Wires at chosen ports, followed through buffers:
(2 px per um)
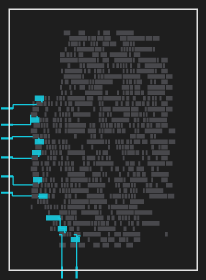
Sizing map:
(4 px per um)
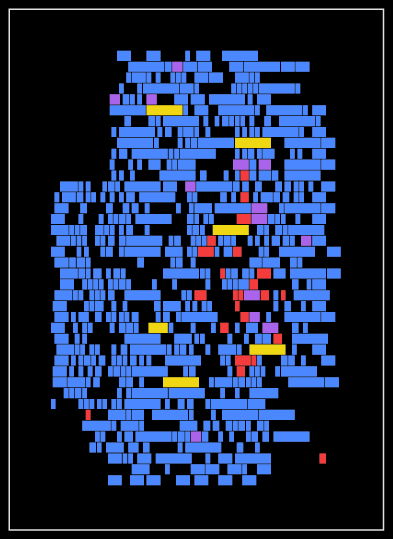
Placed standard cells:
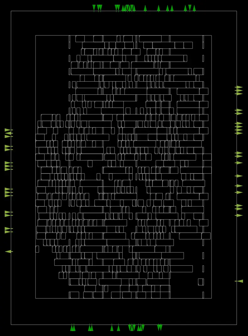
Gate families picked out:
(4 px per um)
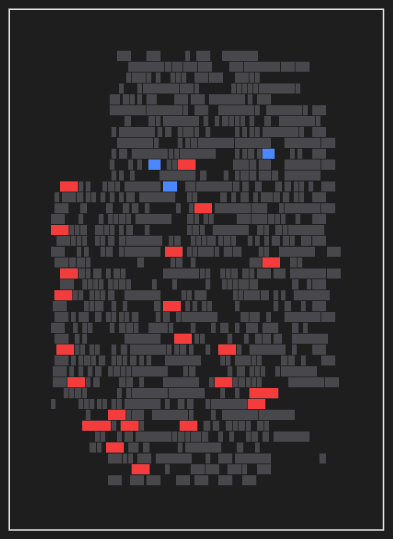
<file path="src/rtl/exp_align_pipe_if.sv">
// Operation/result handshake bundle for exp_align_pipe.
// master drives operations and out_ready; slave is the pipeline itself.
interface exp_align_pipe_if #(
    parameter int unsigned ex_width = 8
);
    logic                  in_valid;
    logic                  in_ready;
    logic [1:0]            mode;
    logic [ex_width-1:0]   Ea;
    logic [ex_width-1:0]   Eb;
    logic [ex_width-1:0]   Ec;
    logic                  ab_zero;
    logic                  c_zero;
    logic                  out_valid;
    logic                  out_ready;
    logic [ex_width+1:0]   shift;
    logic [ex_width+1:0]   sd;
    logic [ex_width+1:0]   max_exp;
    logic                  prod_undf;
    logic                  prod_ovf;
    logic                  shift_sat;

    modport master (
        output in_valid, mode, Ea, Eb, Ec, ab_zero, c_zero, out_ready,
        input  in_ready, out_valid, shift, sd, max_exp, prod_undf, prod_ovf, shift_sat
    );

    modport slave (
        input  in_valid, mode, Ea, Eb, Ec, ab_zero, c_zero, out_ready,
        output in_ready, out_valid, shift, sd, max_exp, prod_undf, prod_ovf, shift_sat
    );
endinterface

</file>
<file path="src/rtl/exp_align_pipe.sv">
// Two-stage valid/ready exponent datapath for the FP MAC (product exponent, alignment shift).
// Optional shift clamping is enabled with the EXP_ALIGN_SHIFT_SAT_EN macro.
module exp_align_pipe #(
    parameter int unsigned sig_width = 23,
    parameter int unsigned ex_width  = 8,
    parameter int unsigned MAX_SHIFT = 3*sig_width+6
) (
    input  logic             clk,
    input  logic             rst_n,
    exp_align_pipe_if.slave  bus
);
    localparam int unsigned W          = ex_width + 2;
    localparam int unsigned BIAS       = (1 << (ex_width - 1)) - 1;
    localparam int unsigned SHIFT_BIAS = sig_width + 4;
    localparam int unsigned OVF_LIM    = (1 << ex_width) - 1;
    localparam logic [1:0]  MODE_MUL   = 2'b01;
    localparam logic [1:0]  MODE_ADD   = 2'b10;

    if (MAX_SHIFT >= (1 << (ex_width + 1))) begin : g_bad_max_shift
        $error("exp_align_pipe: MAX_SHIFT must be below 2**(ex_width+1)");
    end

    logic                s1_valid;
    logic                s2_valid;
    logic [W-1:0]        s1_eab;
    logic [ex_width-1:0] s1_ec;
    logic [1:0]          s1_mode;
    logic                s1_ab_zero;
    logic                s1_c_zero;
    logic                s1_undf;
    logic                s1_ovf;

    logic                s1_load;
    logic                s2_load;

    // Stage 1: biased product exponent and its range flags
    logic [W-1:0]        eab_c;
    logic                undf_c;
    logic                ovf_c;

    always_comb begin
        eab_c  = W'(bus.Ea) + W'(bus.Eb) - W'(BIAS);
        undf_c = 1'b0;
        ovf_c  = 1'b0;
        if (bus.mode == MODE_ADD) begin
            eab_c = W'(bus.Ea);
        end else begin
            undf_c = eab_c[W-1];
            ovf_c  = !eab_c[W-1] && (eab_c >= W'(OVF_LIM));
        end
    end

    // Stage 2: difference, alignment shift, result exponent and overrides
    logic [W-1:0]        ec_ext;
    logic [W-1:0]        sd_c;
    logic [W-1:0]        raw_c;
    logic [W-1:0]        shift_c;
    logic [W-1:0]        max_c;
    logic                undf2_c;
    logic                ovf2_c;
    logic                sat_c;

    always_comb begin
        ec_ext  = W'(s1_ec);
        sd_c    = s1_eab - ec_ext;
        raw_c   = sd_c + W'(SHIFT_BIAS);
        shift_c = raw_c[W-1] ? '0 : raw_c;
        max_c   = sd_c[W-1] ? ec_ext : s1_eab;
        undf2_c = s1_undf;
        ovf2_c  = s1_ovf;
        sat_c   = 1'b0;
`ifdef EXP_ALIGN_SHIFT_SAT_EN
        if (shift_c > W'(MAX_SHIFT)) begin
            shift_c = W'(MAX_SHIFT);
            sat_c   = 1'b1;
        end
`endif
        if (s1_mode == MODE_MUL) begin
            sd_c    = '0;
            shift_c = '0;
            max_c   = s1_eab;
            sat_c   = 1'b0;
        end else if (s1_ab_zero) begin
            max_c   = ec_ext;
            shift_c = '0;
            undf2_c = 1'b0;
            ovf2_c  = 1'b0;
            sat_c   = 1'b0;
        end else if (s1_c_zero) begin
            max_c   = s1_eab;
            shift_c = W'(MAX_SHIFT);
`ifdef EXP_ALIGN_SHIFT_SAT_EN
            sat_c   = 1'b1;
`endif
        end
    end

    // Each stage advances when the stage after it can take its contents
    assign s2_load       = !s2_valid || bus.out_ready;
    assign s1_load       = !s1_valid || s2_load;
    assign bus.in_ready  = s1_load;
    assign bus.out_valid = s2_valid;

    always_ff @(posedge clk or negedge rst_n) begin
        if (!rst_n) begin
            s1_valid      <= 1'b0;
            s2_valid      <= 1'b0;
            s1_eab        <= '0;
            s1_ec         <= '0;
            s1_mode       <= '0;
            s1_ab_zero    <= 1'b0;
            s1_c_zero     <= 1'b0;
            s1_undf       <= 1'b0;
            s1_ovf        <= 1'b0;
            bus.sd        <= '0;
            bus.shift     <= '0;
            bus.max_exp   <= '0;
            bus.prod_undf <= 1'b0;
            bus.prod_ovf  <= 1'b0;
            bus.shift_sat <= 1'b0;
        end else begin
            if (s1_load) begin
                s1_valid <= bus.in_valid;
                if (bus.in_valid) begin
                    s1_eab     <= eab_c;
                    s1_ec      <= bus.Ec;
                    s1_mode    <= bus.mode;
                    s1_ab_zero <= bus.ab_zero;
                    s1_c_zero  <= bus.c_zero;
                    s1_undf    <= undf_c;
                    s1_ovf     <= ovf_c;
                end
            end
            if (s2_load) begin
                s2_valid <= s1_valid;
                if (s1_valid) begin
                    bus.sd        <= sd_c;
                    bus.shift     <= shift_c;
                    bus.max_exp   <= max_c;
                    bus.prod_undf <= undf2_c;
                    bus.prod_ovf  <= ovf2_c;
                    bus.shift_sat <= sat_c;
                end
            end
        end
    end
endmodule

</file>
<file path="src/flat_wrapper.sv">
// flat-port wrapper written by rule: the top's interface ports become plain ports
module exp_align_pipe_flat 
#(
    parameter int unsigned sig_width = 23,
    parameter int unsigned ex_width  = 8,
    parameter int unsigned MAX_SHIFT = 3*sig_width+6
)
  (clk, rst_n, bus_in_valid, bus_mode, bus_Ea, bus_Eb, bus_Ec, bus_ab_zero, bus_c_zero, bus_out_ready, bus_in_ready, bus_out_valid, bus_shift, bus_sd, bus_max_exp, bus_prod_undf, bus_prod_ovf, bus_shift_sat);
  exp_align_pipe_if #(.ex_width(ex_width)) bus_i ();
  input  logic clk;
  input  logic rst_n;
  input wire logic [$bits(bus_i.in_valid)-1:0] bus_in_valid;
  input wire logic [$bits(bus_i.mode)-1:0] bus_mode;
  input wire logic [$bits(bus_i.Ea)-1:0] bus_Ea;
  input wire logic [$bits(bus_i.Eb)-1:0] bus_Eb;
  input wire logic [$bits(bus_i.Ec)-1:0] bus_Ec;
  input wire logic [$bits(bus_i.ab_zero)-1:0] bus_ab_zero;
  input wire logic [$bits(bus_i.c_zero)-1:0] bus_c_zero;
  input wire logic [$bits(bus_i.out_ready)-1:0] bus_out_ready;
  output wire logic [$bits(bus_i.in_ready)-1:0] bus_in_ready;
  output wire logic [$bits(bus_i.out_valid)-1:0] bus_out_valid;
  output wire logic [$bits(bus_i.shift)-1:0] bus_shift;
  output wire logic [$bits(bus_i.sd)-1:0] bus_sd;
  output wire logic [$bits(bus_i.max_exp)-1:0] bus_max_exp;
  output wire logic [$bits(bus_i.prod_undf)-1:0] bus_prod_undf;
  output wire logic [$bits(bus_i.prod_ovf)-1:0] bus_prod_ovf;
  output wire logic [$bits(bus_i.shift_sat)-1:0] bus_shift_sat;
  assign bus_i.in_valid = bus_in_valid;
  assign bus_i.mode = bus_mode;
  assign bus_i.Ea = bus_Ea;
  assign bus_i.Eb = bus_Eb;
  assign bus_i.Ec = bus_Ec;
  assign bus_i.ab_zero = bus_ab_zero;
  assign bus_i.c_zero = bus_c_zero;
  assign bus_i.out_ready = bus_out_ready;
  assign bus_in_ready = bus_i.in_ready;
  assign bus_out_valid = bus_i.out_valid;
  assign bus_shift = bus_i.shift;
  assign bus_sd = bus_i.sd;
  assign bus_max_exp = bus_i.max_exp;
  assign bus_prod_undf = bus_i.prod_undf;
  assign bus_prod_ovf = bus_i.prod_ovf;
  assign bus_shift_sat = bus_i.shift_sat;
  exp_align_pipe #(.sig_width(sig_width), .ex_width(ex_width), .MAX_SHIFT(MAX_SHIFT)) u_core (.clk(clk), .rst_n(rst_n), .bus(bus_i));
endmodule
</file>
<file path="config.mk">
export PLATFORM = sky130hd
export DESIGN_NAME = exp_align_pipe_flat
export DESIGN_NICKNAME = d
export VERILOG_FILES = /design/src/rtl/exp_align_pipe_if.sv /design/src/rtl/exp_align_pipe.sv /design/src/flat_wrapper.sv
export SDC_FILE = /design/constraint.sdc
export NUM_CORES = 1
export LEC_CHECK = 0
export ABC_AREA = 1
export CORE_ASPECT_RATIO = 1.5
export CORE_MARGIN = 10
export CORE_UTILIZATION = 45
export CTS_BUF_LIST = sky130_fd_sc_hd__clkbuf_8 sky130_fd_sc_hd__clkbuf_16
export CTS_CLUSTER_SIZE = 16
export DETAILED_ROUTE_END_ITERATION = 16
export PLACE_DENSITY = 0.75
export SYNTH_ARGS = -nofsm -noshare
export SYNTH_HDL_FRONTEND = slang
export SYNTH_SLANG_ARGS = --single-unit
</file>
<file path="constraint.sdc">
create_clock -name clk -period 3.48 [get_ports clk]
set_input_delay 0.696 -clock clk [delete_from_list [all_inputs] [get_ports clk]]
set_output_delay 0.696 -clock clk [all_outputs]
set_load 0.03 [all_outputs]
</file>
==> Slide: Implementation Results <==
Run Summary

Power
  • Logic pwr share: 55.8%
  • Psw: 1510 uW
  • Pleak: roughly 0.0024 uW
  • P_seq: 985 uW

Synthesis
  • Top cells by count: nand2_1, inv_1, dfrtp_1
  • Main logic family after synthesis: simple AND/OR/NAND/NOR gates
  • Synth Instances: roughly 510
  • Max-area cell share: 38.8%
  • Top cells by area: dfrtp_1, nand2_1, ha_1
  • Flip-flops with a built-in enable: 0
  • Synth mux share: 0%
  • Distinct lib cells: 35
  • Most common cell in the netlist: nand2_1
  • Yosys Instances: 509
  • Chip area estimate from yosys synthesis: 3620 um^2
  • Xor/xnor share: 1.45%

Floorplan
  • Die height: 130 um

Job
  • Tool Warnings: 27

Layout
  • Share of cells above drive strength 1: approximately 7.3%
  • Final instance area: 4530 um^2
  • Final nets: approximately 630

Placement
  • Setup WS pre-CTS: 0.269 ns
  • Port bufs: about 64

GRT
  • Grt total ovfl: 0
  • Grt met2 use: 29.8%
  • Largest net degree at the start of global routing: 34
  • First-pass GRT wire length: 15700 um
  • Routing usage on met3: 2.82%

Clock tree
  • H-tree depth: 2
  • Clock-pin slew on the worst setup and hold paths: 0.07 ns
  • CTS buffer count: 5
  • CTS tree: built
  • Root buffer cell: clkbuf_16

Outcome
  • Run status: completed

Final timing
  • Hold slack: roughly 0.43 ns

Routing
  • DR top layer: met4
  • DRT met1 WL: 3460 um
  • Post-detailed-route count of antenna-violating nets: 0
  • Routed wire length: 8860 um

Critical path
  • Crit-path max FO: 3
  • Startpoint Class: input port
  • Crit path required time: 3.67 ns
  • Crit. End Element: flop
-- 'wires at chosen ports, followed through buffers' (at the start) --
`bus_Eb` -> cyan  # bits 8, direction input, edge 6 left, 2 bottom, end cells 9, buffers 8, wire 146 um

-- 'sizing map' (at the start) --
x6 and larger -> yellow  # cells 6, most used clkbuf_16
x1 and smaller -> blue  # cells 535, most used nand2_1
x3 and x4 -> purple  # cells 13, most used buf_4
x2 -> red  # cells 23, most used nand2_2

-- 'placed standard cells' (at the start) --
final core occ: 57.3%
seq_cells: 56
Well Taps: 105
Row Count: 40
Seq area share: 30.9%

-- 'gate families picked out' (at the start) --
fa/ha/maj cells -> red  # cells 22
non-inverting ao/oa cells -> blue  # cells 3

-- critical path: stages --
cell,delay (ns)
clkdlybuf4s50_1,0.43
ha_1,0.24
fa_1,0.54
ha_1,0.19
inv_1,0.05
nor2_1,0.11
nand3_1,0.11
nor2_1,0.20
nand3_1,0.16
nand2_1,0.08
nand2_1,0.04
nand2_1,0.08
nand2_1,0.05
nand2_1,0.05
nand2_1,0.04
-- through the flow --
step / util, % / power [uW]
5_1_grt: 57.3 / 3660
4_1_cts: 57.3 / 3410
6_report: 57.3 / 3370
2_1_floorplan: - / 2250
3_5_place_dp: 55.4 / 2900
3_3_place_gp: 55.4 / 2860
-- state kept, by name (all words and copies together), names as in the netlist, 2 cells and up --
| register | count |
|---|---|
| u_core.bus.max_exp | 10 |
| u_core.s1_mode | 2 |
| u_core.bus.sd | 10 |
| u_core.s1_ec | 8 |
| u_core.s1_eab | 9 |
| u_core.bus.shift | 9 |
-- cell type report --
| class | count | area, um^2 |
|---|---|---|
| clock inverters | 2 | 11.3 |
| well taps | 105 | 131 |
| multi-input cells | 371 | 1900 |
| inverters | 72 | 270 |
| fillers | 804 | 3370 |
| flip-flops and latches | 56 | 1400 |
| clock buffers | 6 | 139 |
| repair buffers | 70 | 681 |
-- worst max-delay path by stage --
stage                                      endpoint  slack, ns
after CTS                 u_core.s1_ovf$_DFFE_PN0P_       0.57
after global placement    u_core.s1_ovf$_DFFE_PN0P_       0.34
after detailed placement  u_core.s1_ovf$_DFFE_PN0P_       0.27
final                     u_core.s1_ovf$_DFFE_PN0P_       0.57
after global routing      u_core.s1_ovf$_DFFE_PN0P_       0.31
after floorplan           u_core.s1_ovf$_DFFE_PN0P_       0.95
Power and IR drop assume default switching activity.
